Figure 1. Gate families picked out (run 1).
Drawn at 2 px/um.
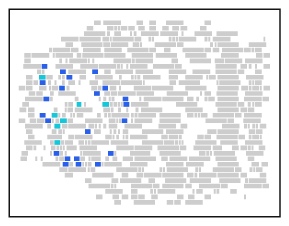
Figure 2. Track usage over the die (run 1).
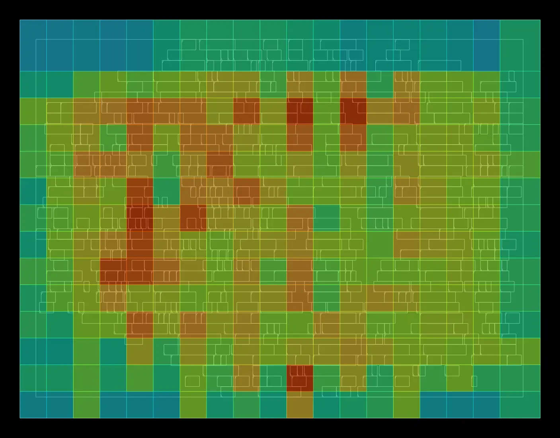
Figure 3. Where the registers sit (run 1).
Drawn at 4 px/um. Other sequential cells in the stronger grey, the rest of the logic in the fainter grey.
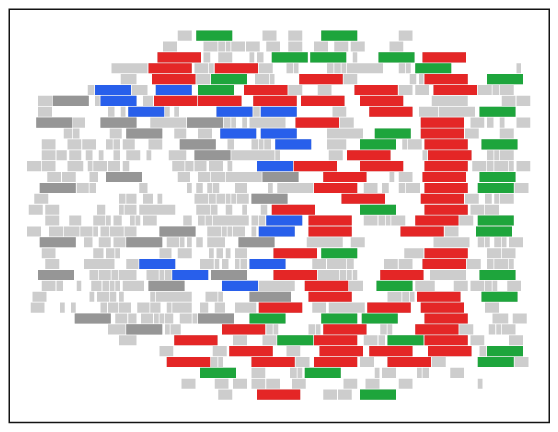
Figure 4. Met1 routing (run 1).
Drawn at 2 px/um.
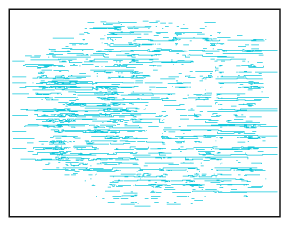
===== config.mk =====
export PLATFORM = sky130hd
export DESIGN_NAME = ifetch_unit
export DESIGN_NICKNAME = d
export VERILOG_FILES = /design/src/rtl/cpu_pkg.sv /design/src/rtl/ifetch_fifo.sv /design/src/rtl/ifetch_unit.sv
export SDC_FILE = /design/constraint.sdc
export NUM_CORES = 1
export LEC_CHECK = 0
export CORE_ASPECT_RATIO = 0.75
export CORE_MARGIN = 4
export CORE_UTILIZATION = 45
export DETAILED_ROUTE_END_ITERATION = 16
export GPL_ROUTABILITY_DRIVEN = 0
export PLACE_DENSITY = 0.69
export SLEW_MARGIN = 40
export SYNTH_ARGS = -nofsm -noshare
export SYNTH_HDL_FRONTEND = slang
export SYNTH_SLANG_ARGS = --single-unit

===== constraint.sdc =====
create_clock -name CLK -period 7.7 [get_ports CLK]
set_input_delay 0.77 -clock CLK [delete_from_list [all_inputs] [get_ports CLK]]
set_output_delay 0.77 -clock CLK [all_outputs]
set_load 0.005 [all_outputs]

===== src/rtl/cpu_pkg.sv =====
// Shared types and constants for the 16-bit pipelined CPU.
// Word width, opcode encodings, reset vector and the fetch->decode bundle.
package cpu_pkg;

    localparam int WORD_W = 16;

    localparam logic [1:0] OP_ALU = 2'b00;
    localparam logic [1:0] OP_LI  = 2'b01;
    localparam logic [1:0] OP_BR  = 2'b10;

    typedef logic [WORD_W-1:0] word_t;

    localparam word_t DEF_RESET_PC = 16'h0000;

    typedef struct packed {
        word_t ir;
        word_t pc;
    } if_id_t;

    // Encoded as {request outstanding, discard response}
    typedef enum logic [1:0] {
        FS_IDLE = 2'b00,
        FS_WAIT = 2'b10,
        FS_DISC = 2'b11
    } fetch_state_e;

endpackage


===== src/rtl/ifetch_fifo.sv =====
// Small power-of-two FIFO with flush and a combinational head read.
// The head holds the last presented entry while the FIFO is empty.
module ifetch_fifo #(
    parameter int DEPTH = 2,
    parameter int W     = 32,
    localparam int AW   = $clog2(DEPTH),
    localparam int CW   = AW + 1
) (
    input  logic          clk,
    input  logic          rst_n,
    input  logic          push,
    input  logic          pop,
    input  logic          flush,
    input  logic [W-1:0]  wdata,
    output logic [W-1:0]  head,
    output logic [CW-1:0] count,
    output logic          empty
);

    logic [W-1:0]  mem [DEPTH];
    logic [AW-1:0] rd_ptr;
    logic [AW-1:0] wr_ptr;
    logic [W-1:0]  last_q;
    logic          full;
    logic          do_pop;
    logic          do_push;

    assign empty   = (count == '0);
    assign full    = (count == CW'(DEPTH));
    assign do_pop  = pop && !empty;
    assign do_push = push && (!full || do_pop);
    assign head    = empty ? last_q : mem[rd_ptr];

    always_ff @(posedge clk or negedge rst_n) begin
        if (!rst_n) begin
            rd_ptr <= '0;
            wr_ptr <= '0;
            count  <= '0;
            last_q <= '0;
        end else begin
            if (!empty) last_q <= mem[rd_ptr];
            if (flush) begin
                rd_ptr <= '0;
                wr_ptr <= '0;
                count  <= '0;
            end else begin
                if (do_push) wr_ptr <= wr_ptr + 1'b1;
                if (do_pop)  rd_ptr <= rd_ptr + 1'b1;
                count <= count + CW'(do_push) - CW'(do_pop);
            end
        end
    end

    always_ff @(posedge clk) begin
        if (do_push && !flush) mem[wr_ptr] <= wdata;
    end

endmodule


===== src/rtl/ifetch_unit.sv =====
// Instruction fetch front end: one outstanding imem request, a prefetch
// queue of {ir, pc} and branch redirect with wrong-path response discard.
module ifetch_unit
    import cpu_pkg::*;
#(
    parameter int    DEPTH    = 2,
    parameter word_t RESET_PC = DEF_RESET_PC
) (
    input  logic              CLK,
    input  logic              RSTN,
    output logic              imem_req,
    output logic [WORD_W-1:0] imem_addr,
    input  logic              imem_ack,
    input  logic [WORD_W-1:0] imem_rdata,
    output logic              out_valid,
    input  logic              out_ready,
    output logic [WORD_W-1:0] out_ir,
    output logic [WORD_W-1:0] out_pc,
    input  logic              br_taken,
    input  logic [WORD_W-1:0] br_target
);

    localparam int CW = $clog2(DEPTH) + 1;

    fetch_state_e  state_q;
    fetch_state_e  state_d;
    word_t         addr_q;
    word_t         addr_d;
    word_t         fetch_q;
    word_t         fetch_d;
    word_t         tgt;
    logic          discard;
    logic          acked;
    logic          busy;
    logic          push;
    logic          pop;
    logic          room;
    logic          q_empty;
    logic [CW-1:0] count;
    logic [CW-1:0] count_nx;
    if_id_t        wentry;
    if_id_t        head;

    assign imem_req  = (state_q != FS_IDLE);
    assign discard   = (state_q == FS_DISC);
    assign imem_addr = addr_q;
    assign out_valid = !q_empty;
    assign out_ir    = head.ir;
    assign out_pc    = head.pc;

    assign acked = imem_req && imem_ack;
    assign busy  = imem_req && !imem_ack;
    assign push  = acked && !discard && !br_taken;
    assign pop   = out_valid && out_ready && !br_taken;
    assign tgt   = br_taken ? br_target : fetch_q;

    // Occupancy after this edge decides whether a new request fits
    assign count_nx = br_taken ? '0 : count + CW'(push) - CW'(pop);
    assign room     = (count_nx < CW'(DEPTH));

    assign wentry = '{ir: imem_rdata, pc: addr_q};

    ifetch_fifo #(
        .DEPTH (DEPTH),
        .W     ($bits(if_id_t))
    ) u_fifo (
        .clk   (CLK),
        .rst_n (RSTN),
        .push  (push),
        .pop   (pop),
        .flush (br_taken),
        .wdata (wentry),
        .head  (head),
        .count (count),
        .empty (q_empty)
    );

    always_ff @(posedge CLK or negedge RSTN) begin
        if (!RSTN) begin
            state_q <= FS_IDLE;
            addr_q  <= RESET_PC;
            fetch_q <= RESET_PC;
        end else begin
            state_q <= state_d;
            addr_q  <= addr_d;
            fetch_q <= fetch_d;
        end
    end

    always_comb begin
        state_d = state_q;
        addr_d  = addr_q;
        fetch_d = tgt;
        unique case (1'b1)
            (!busy && room): begin
                state_d = FS_WAIT;
                addr_d  = tgt;
                fetch_d = tgt + 16'd1;
            end
            busy: begin
                // Held request stays on the bus; a redirect marks it stale
                state_d = (discard || br_taken) ? FS_DISC : FS_WAIT;
            end
            default: begin
                state_d = FS_IDLE;
            end
        endcase
    end

endmodule


==> results.tsv, run 1 <==
stage	metric	value	unit
critical_path	Arrival @ worst endpoint	3.68	ns
power	leak pwr	2.59	nW
clock_tree	CTS Sinks	134	
final_timing	Hold Worst Slack	0.371	ns
critical_path	crit-path cells	clkdlybuf4s50_1 > buf_4 > nor2_1 > ha_1 > xnor2_1 > a22o_1 > a31o_1 > buf_4 > o32a_1 > nor2_1 > nor4_2	
critical_path	critical path launch point type	input pin	
grt	met2 Use GR	25.3	%
final_timing	final slew viol count	0	
routing	DRC	0	
place	Port-buffer cells	86	
critical_path	WS Path Type	in -> reg	
clock_tree	H-tree depth	4	
final_timing	unrepaired setup endpoints after global routing	no	
clock_tree	post_cts resized	0	
logic_synthesis	comb area leader	simple AND/OR/NAND/NOR gates	
critical_path	crit path launch	br_taken	
final_timing	minimum clock period	3.37	ns
logic_synthesis	top post-synthesis cells by count	dfrtp_1, edfxtp_1, nor2_1	
logic_synthesis	xor/xnor share	3.56	%
power	pwr/cell area	323	nW/um^2
place	pre-CTS setup slack	3.95	ns
logic_synthesis	yosys adder share	0.694	%
logic_synthesis	Synth top cell by count	dfrtp_1	
clock_tree	root buf cell	clkbuf_16	
logic_synthesis	top_reg_cell synth	dfrtp_1	
outcome	status	finished, final reports clean	
final_layout	Biggest register	u_fifo.mem	
logic_synthesis	biggest area cells	edfxtp_1, dfrtp_1, mux2i_1	
logic_synthesis	Distinct cells, synth	49	
final_timing	fin crit share	43.7	%
critical_path	FF-to-FF End	fetch_q[8]	
final_timing	Final Skew	0.00799	ns
place	DP Cell Count	644	
logic_synthesis	Area leader share	35.5	%
routing	Iter 0 DRT Violations	223	
logic_synthesis	Synth flops	134	
die	std cell rows	34	
logic_synthesis	Post-synth EDFFs	64	
logic_synthesis	Mapped Cells	409	
clock_tree	Clock transition at path regs	0.06	ns
critical_path	CP top delay family	buffers and inverters	
grt	met3 usage in global routing	5.80	%
place	dpl cell area	6460	sq um
critical_path	Worst Reg-to-Reg Cells	12	
critical_path	Worst path depth	11	
grt	number of global-route vias before repair	3385	
final_timing	setup TNS	0	ns
final_timing	Slew headroom	56.2	%
final_layout	most instantiated logic cells after routing	clkdlybuf4s50_1, dfrtp_1, edfxtp_1	
final_layout	fraction of layout cells with a size suffix above 1	9.75	%
die	I/O pins	87	
critical_path	RR Startpoint	u_fifo.count[1]	
logic_synthesis	Chip Area, Yosys	5410	sq um
grt	GRT busiest layer	met2	
final_layout	fill count	945	
routing	Via density	5.01	
grt	first-pass GRT wire length	17.5	mm
logic_synthesis	yosys cell count	409	
logic_synthesis	cell taking the most area after synthesis	edfxtp_1	
power	VDD IR-drop max	0.162	mV
die	die extent in x	135	um
critical_path	Crit path buffers/inverters	3	
clock_tree	Hold-fix buffers, CTS	0	
power	Design Power	0.00227	W
die	Core Region	11700	sq um
final_layout	Area Growth Syn to Fin	30.1	%
final_layout	Largest register FFs	64	
logic_synthesis	MUX share of area	8.79	%
die	fp util	46.4	%
clock_tree	Latency at later pin	0.41	ns
routing	First-pass DRT Iterations	6	
critical_path	Crit Path Max Fanout	44	
final_timing	setup violators final	0	
critical_path	CP endpoint	fetch_q[8]	
Back to the opening pictures, Figure 1:
- AND-OR and OR-AND gates: cyan (cells 7; most used a32o_1; where west)
- XOR/XNOR gates: blue (cells 22; most used xnor2_1)
final non-filler cell total: 675
most numerous logic cell after layout: clkdlybuf4s50_1
Comb/total area: 23.3%

Back to the opening pictures, Figure 2:
Wirelength per Cell: 16.2 um
Total GRT Usage: 16.5%

Back to the opening pictures, Figure 3:
- u_fifo.mem: red (flops 64)
- u_fifo.last_q: green (flops 32)
- imem_addr: blue (flops 16)
- not coloured: 22
storage element area: 3680 sq um
Seq/total area: 52.2%
sequential power: 0.000980 W
final design utilization: 60.4%

Back to the opening pictures, Figure 4:
- wire length on this layer: 5180 um
- longest straight run: 35.4 um
- share of all routed wire: 47%
- main direction: horizontal
drt total wl: 10.9 mm
met1 Track Usage GR: 22.8%
via count: 3385

run 1: power breakdown:
group / internal (W) / switching [W]
sequential: 0.000903 / 0.0000774
combinational: 0.000294 / 0.000231
clock: 0.000486 / 0.000281
run 1: cell type report:
| type | instances | area, sq um | share of cell area, % |
|---|---|---|---|
| timing repair buffer | 92 | 922 | 13.1 |
| inverter | 5 | 18.8 | 0.267 |
| clock inverter | 6 | 68.8 | 0.978 |
| sequential | 134 | 3680 | 52.2 |
| clock buffer | 25 | 505 | 7.18 |
| multi-input combinational | 251 | 1640 | 23.3 |
| tap | 162 | 203 | 2.88 |
run 1: per-layer routing:
layer | wire length (um) | share of wire, %
met1 | 5180 | 47
met4 | 91 | 0.83
met2 | 4950 | 45
met5 | 0 | 0
met3 | 684 | 6.3
==> run 2, diff against run 1 <==
- clock period: 7.7 -> 3.3 ns (I/O delays scaled with it)
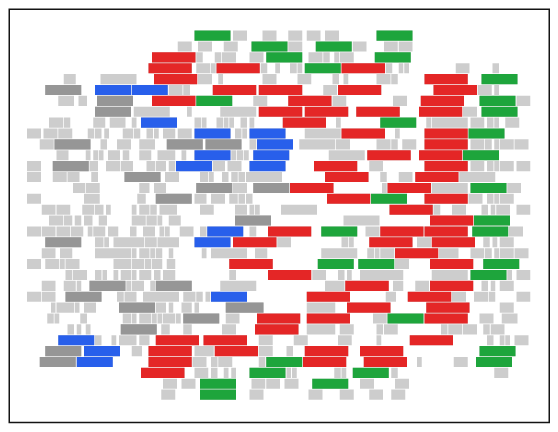
Figure 5: run 2, where the registers sit.
Drawn at 4 px/um. Other sequential cells in the stronger grey, the rest of the logic in the fainter grey.
- u_fifo.last_q: green (flops 32)
- u_fifo.mem: red (flops 64)
- imem_addr: blue (flops 16)
- not coloured: 22
final design utilization: 60.7%
storage element area: 3670 sq um
sequential power: 0.00227 W

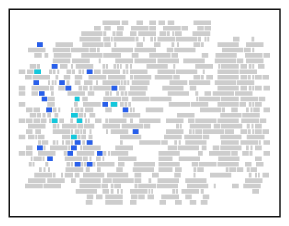
Figure 6: run 2, gate families picked out.
Drawn at 2 px/um.
- XOR/XNOR gates: blue (cells 22; most used xnor2_1; where west)
- AND-OR and OR-AND gates: cyan (cells 7; most used a32o_1; where west)
final non-filler cell total: 681
Comb/total area: 23.2%

==> run 2 against run 1 <==
- sequential power rose by 130%
- critical endpoint is now fetch_q[9]
- worst setup slack got worse by 3.8 ns
- highest routed layer unchanged
- sequential cell count did not move
- clock-buffer cell count fell by 2
==> results.tsv, run 2 <==
stage	metric	value	unit	change
grt	GRT busiest layer	met2		unchanged
final_timing	Final Skew	0.00553	ns	was 0.00799 ns
power	clock network power	0.00177	W	was 0.000767 W
power	switch share	26.1	%	was 25.9%
power	Design Power	0.00529	W	was 0.00227 W
grt	met2 Use GR	26.4	%	was 25.3%
critical_path	crit-path cells	or2_2 > nand2_1 > nor2_1 > ha_1 > xnor2_1 > a22o_1 > a31oi_4 > nor4_1 > xor2_1 > mux2_2		was clkdlybuf4s50_1 > buf_4 > nor2_1 > ha_1 > xnor2_1 > a22o_1 > a31o_1 > buf_4 > o32a_1 > nor2_1 > nor4_2
critical_path	crit path launch	u_fifo.count[1]		was br_taken
routing	max layer used	met4		unchanged
logic_synthesis	Area leader share	35.5	%	unchanged
place	dpl cell area	6500	sq um	was 6460 sq um
critical_path	Arrival @ worst endpoint	3.09	ns	was 3.68 ns
outcome	status	finished, final reports clean		unchanged
power	Logic power comb	0.00126	W	was 0.000526 W
logic_synthesis	biggest area cells	edfxtp_1, dfrtp_1, mux2i_1		unchanged
critical_path	CP top delay family	simple AND/OR/NAND/NOR gates		was buffers and inverters
die	fp util	46.4	%	unchanged
clock_tree	Clock transition at path regs	0.05	ns	was 0.06 ns
die	Core Region	11700	sq um	unchanged
power	VDD IR-drop max	0.385	mV	was 0.162 mV
routing	Wirelength per Cell	16.3	um	was 16.2 um
final_timing	Slew headroom	55.9	%	was 56.2%
logic_synthesis	cell taking the most area after synthesis	edfxtp_1		unchanged
place	pre-CTS setup slack	0.335	ns	was 3.95 ns
final_layout	most numerous logic cell after layout	clkdlybuf4s50_1		unchanged
logic_synthesis	Synth flops	134		unchanged
logic_synthesis	Post-synth EDFFs	64		unchanged
final_layout	most instantiated logic cells after routing	clkdlybuf4s50_1, dfrtp_1, edfxtp_1		unchanged
final_timing	minimum clock period	2.80	ns	
logic_synthesis	yosys adder share	0.694	%	unchanged
final_timing	Hold Worst Slack	0.511	ns	was 0.371 ns
final_timing	setup violators final	0		unchanged
routing	met2 wire len	5.09	mm	was 4.95 mm
logic_synthesis	Distinct cells, synth	49		unchanged
logic_synthesis	top post-synthesis cells by count	dfrtp_1, edfxtp_1, nor2_1		unchanged
power	Top pwr grp	sequential cells		unchanged
routing	Iter 0 DRT Violations	167		was 223
power	pwr/cell area	748	nW/um^2	was 323 nW/um^2
critical_path	critical path launch point type	flop		was input pin
clock_tree	root buf cell	clkbuf_16		unchanged
==> run 2: cell counts after synthesis <==
Identical to the previous run, type by type.
==> run 2: path summary, 6_finish.rpt <==
kind / endpoint / cells past startpoint
max reg2reg: fetch_q[9] / 10
min in group asynchronous: u_fifo.last_q[19] / 2
max: fetch_q[9] / 10
min reg2reg: u_fifo.mem[0][0] / 0
max in group asynchronous: u_fifo.rd_ptr / 2
min: u_fifo.mem[0][0] / 0
==> run 2: cell type report <==
class / count / area share (%)
sequential: 134 / 51.9
inverter: 5 / 0.265
multi-input combinational: 251 / 23.2
clock buffer: 23 / 6.91
timing repair buffer: 97 / 13.7
clock inverter: 9 / 1.06
tap: 162 / 2.86
==> run 2: timing repair <==
item                       CTS  global route
hold endpoints to repair    70             0
hold buffers                 1             0
setup endpoints to repair    0             0
resized                      0             0
Figure 7. Met1 routing (run 2).
Drawn at 2 px/um.
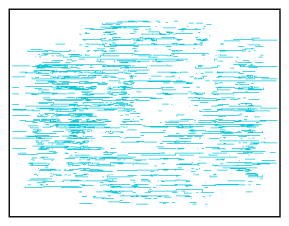

==> run 3, diff against run 2 <==
- clock period: 3.3 -> 2.85 ns (I/O delays scaled with it)
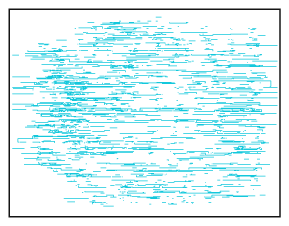
Figure 8: run 3, met1 routing.
Drawn at 2 px/um.
- share of all routed wire: 48%
- longest straight run: 39.6 um
drt total wl: 11.4 mm
met1 Track Usage GR: 24.3%
via count: 3513

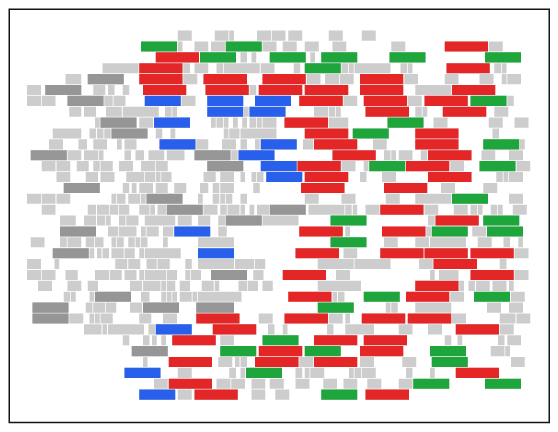
Figure 9: run 3, where the registers sit.
Drawn at 4 px/um. Other sequential cells in the stronger grey, the rest of the logic in the fainter grey.
- imem_addr: blue (flops 16)
- u_fifo.last_q: green (flops 32)
- u_fifo.mem: red (flops 64)
sequential power: 0.00262 W
final design utilization: 61.1%
Seq/total area: 51.6%

==> run 3 against run 2 <==
- final area increased by 0.71%
- sequential power grew 15%
- synthesized area stayed put
- core utilization is 0.43 points higher
- largest power group unchanged
- highest routed layer unchanged
==> results.tsv, run 3 <==
stage	metric	value	unit	change
outcome	status	finished, final reports clean		unchanged
final_timing	final slew viol count	0		unchanged
final_layout	num sequential	134		unchanged
logic_synthesis	yosys adder share	0.694	%	unchanged
logic_synthesis	Mapped Cells	409		unchanged
power	Internal Power	0.00459	W	was 0.00391 W
grt	number of global-route vias before repair	3660		was 3507
power	Logic power comb	0.00148	W	was 0.00126 W
power	Clk pwr share	34.2	%	was 33.4%
critical_path	CP top delay family	AND-OR/OR-AND gates		was simple AND/OR/NAND/NOR gates
critical_path	crit-path cells	or2_2 > nand2_1 > nor2_1 > ha_1 > xnor2_1 > a22o_1 > a31o_1 > buf_4 > mux2_1		was or2_2 > nand2_1 > nor2_1 > ha_1 > xnor2_1 > a22o_1 > a31oi_4 > nor4_1 > xor2_1 > mux2_2
clock_tree	Latency at later pin	0.41	ns	was 0.40 ns
die	tap cells	162		unchanged
place	dpl cell area	6530	sq um	was 6500 sq um
final_timing	fin crit share	93.4	%	was 84.9%
logic_synthesis	Chip Area, Yosys	5410	sq um	unchanged
final_layout	Non-clk bufs	101		was 97
routing	DRC	0		unchanged
critical_path	critical path launch point type	flop		unchanged
final_timing	Final Skew	0.0120	ns	was 0.00553 ns
logic_synthesis	Distinct cells, synth	49		unchanged
power	Reg power frac	42.0	%	was 42.9%
final_timing	unrepaired setup endpoints after global routing	no		unchanged
critical_path	Worst Reg-to-Reg Cells	9		was 10
final_layout	Non-clock inverters	5		unchanged
routing	metal1 wirelength	5.47	mm	was 5.41 mm
logic_synthesis	Synth top cell by count	dfrtp_1		unchanged
routing	Via density	5.13		was 5.08
final_timing	setup TNS	0	ns	unchanged
routing	met2 wire len	5.26	mm	was 5.09 mm
critical_path	Crit path buffers/inverters	1		was 0
place	pre-CTS setup slack	0.0679	ns	was 0.335 ns
hold_path	Hold Crit Depth	1		was 0
final_layout	CLK BUF	21		was 23
final_layout	Biggest register	u_fifo.mem		unchanged
routing	Routed met3 length	639	um	was 534 um
final_layout	Comb/total area	23.1	%	was 23.2%
power	Top pwr grp	sequential cells		unchanged
power	clock network power	0.00214	W	was 0.00177 W
logic_synthesis	Area leader share	35.5	%	unchanged
final_layout	most numerous logic cell after layout	clkdlybuf4s50_1		unchanged
die	die extent in x	135	um	unchanged
critical_path	WS Path Type	reg -> reg		unchanged
routing	max layer used	met4		unchanged
power	leak pwr	2.64	nW	was 2.62 nW
power	switch share	26.5	%	was 26.1%
final_timing	minimum clock period	2.66	ns	was 2.80 ns
power	VDD IR-drop max	0.509	mV	was 0.385 mV
routing	Iter 0 DRT Violations	168		was 167
logic_synthesis	MUX share of area	8.79	%	unchanged
logic_synthesis	yosys cell count	409		unchanged
critical_path	Arrival @ worst endpoint	2.95	ns	was 3.09 ns
power	Design Power	0.00624	W	was 0.00529 W
power	Psw	0.00165	W	was 0.00138 W
[run 3: final timing paths]
kind | start | end | slack (ns)
min in group asynchronous | RSTN | u_fifo.last_q[24] | 0.46
setup reg to reg | u_fifo.count[0] | imem_addr[13] | 0.19
setup / recovery | u_fifo.count[0] | imem_addr[13] | 0.19
max in group asynchronous | RSTN | u_fifo.rd_ptr | 1.89
hold reg to reg | imem_addr[1] | u_fifo.mem[1][1] | 0.50
hold / removal | imem_rdata[14] | u_fifo.mem[1][30] | 0.45
[run 3: routing by layer]
metal,vias up,global-route usage (%)
met5,-,0
met4,0,4.69
met2,108,28.1
met1,1730,24.3
li1,1669,-
met3,6,5.46
[run 3: what timing repair did]
action | 4_1_cts | 5_1_grt
resized | 0 | 0
endpoints found under the hold margin | 70 | 0
hold buffers | 1 | 0
setup buffers | 0 | 0
No activity file was given, so power comes from the tool's default toggle rates.
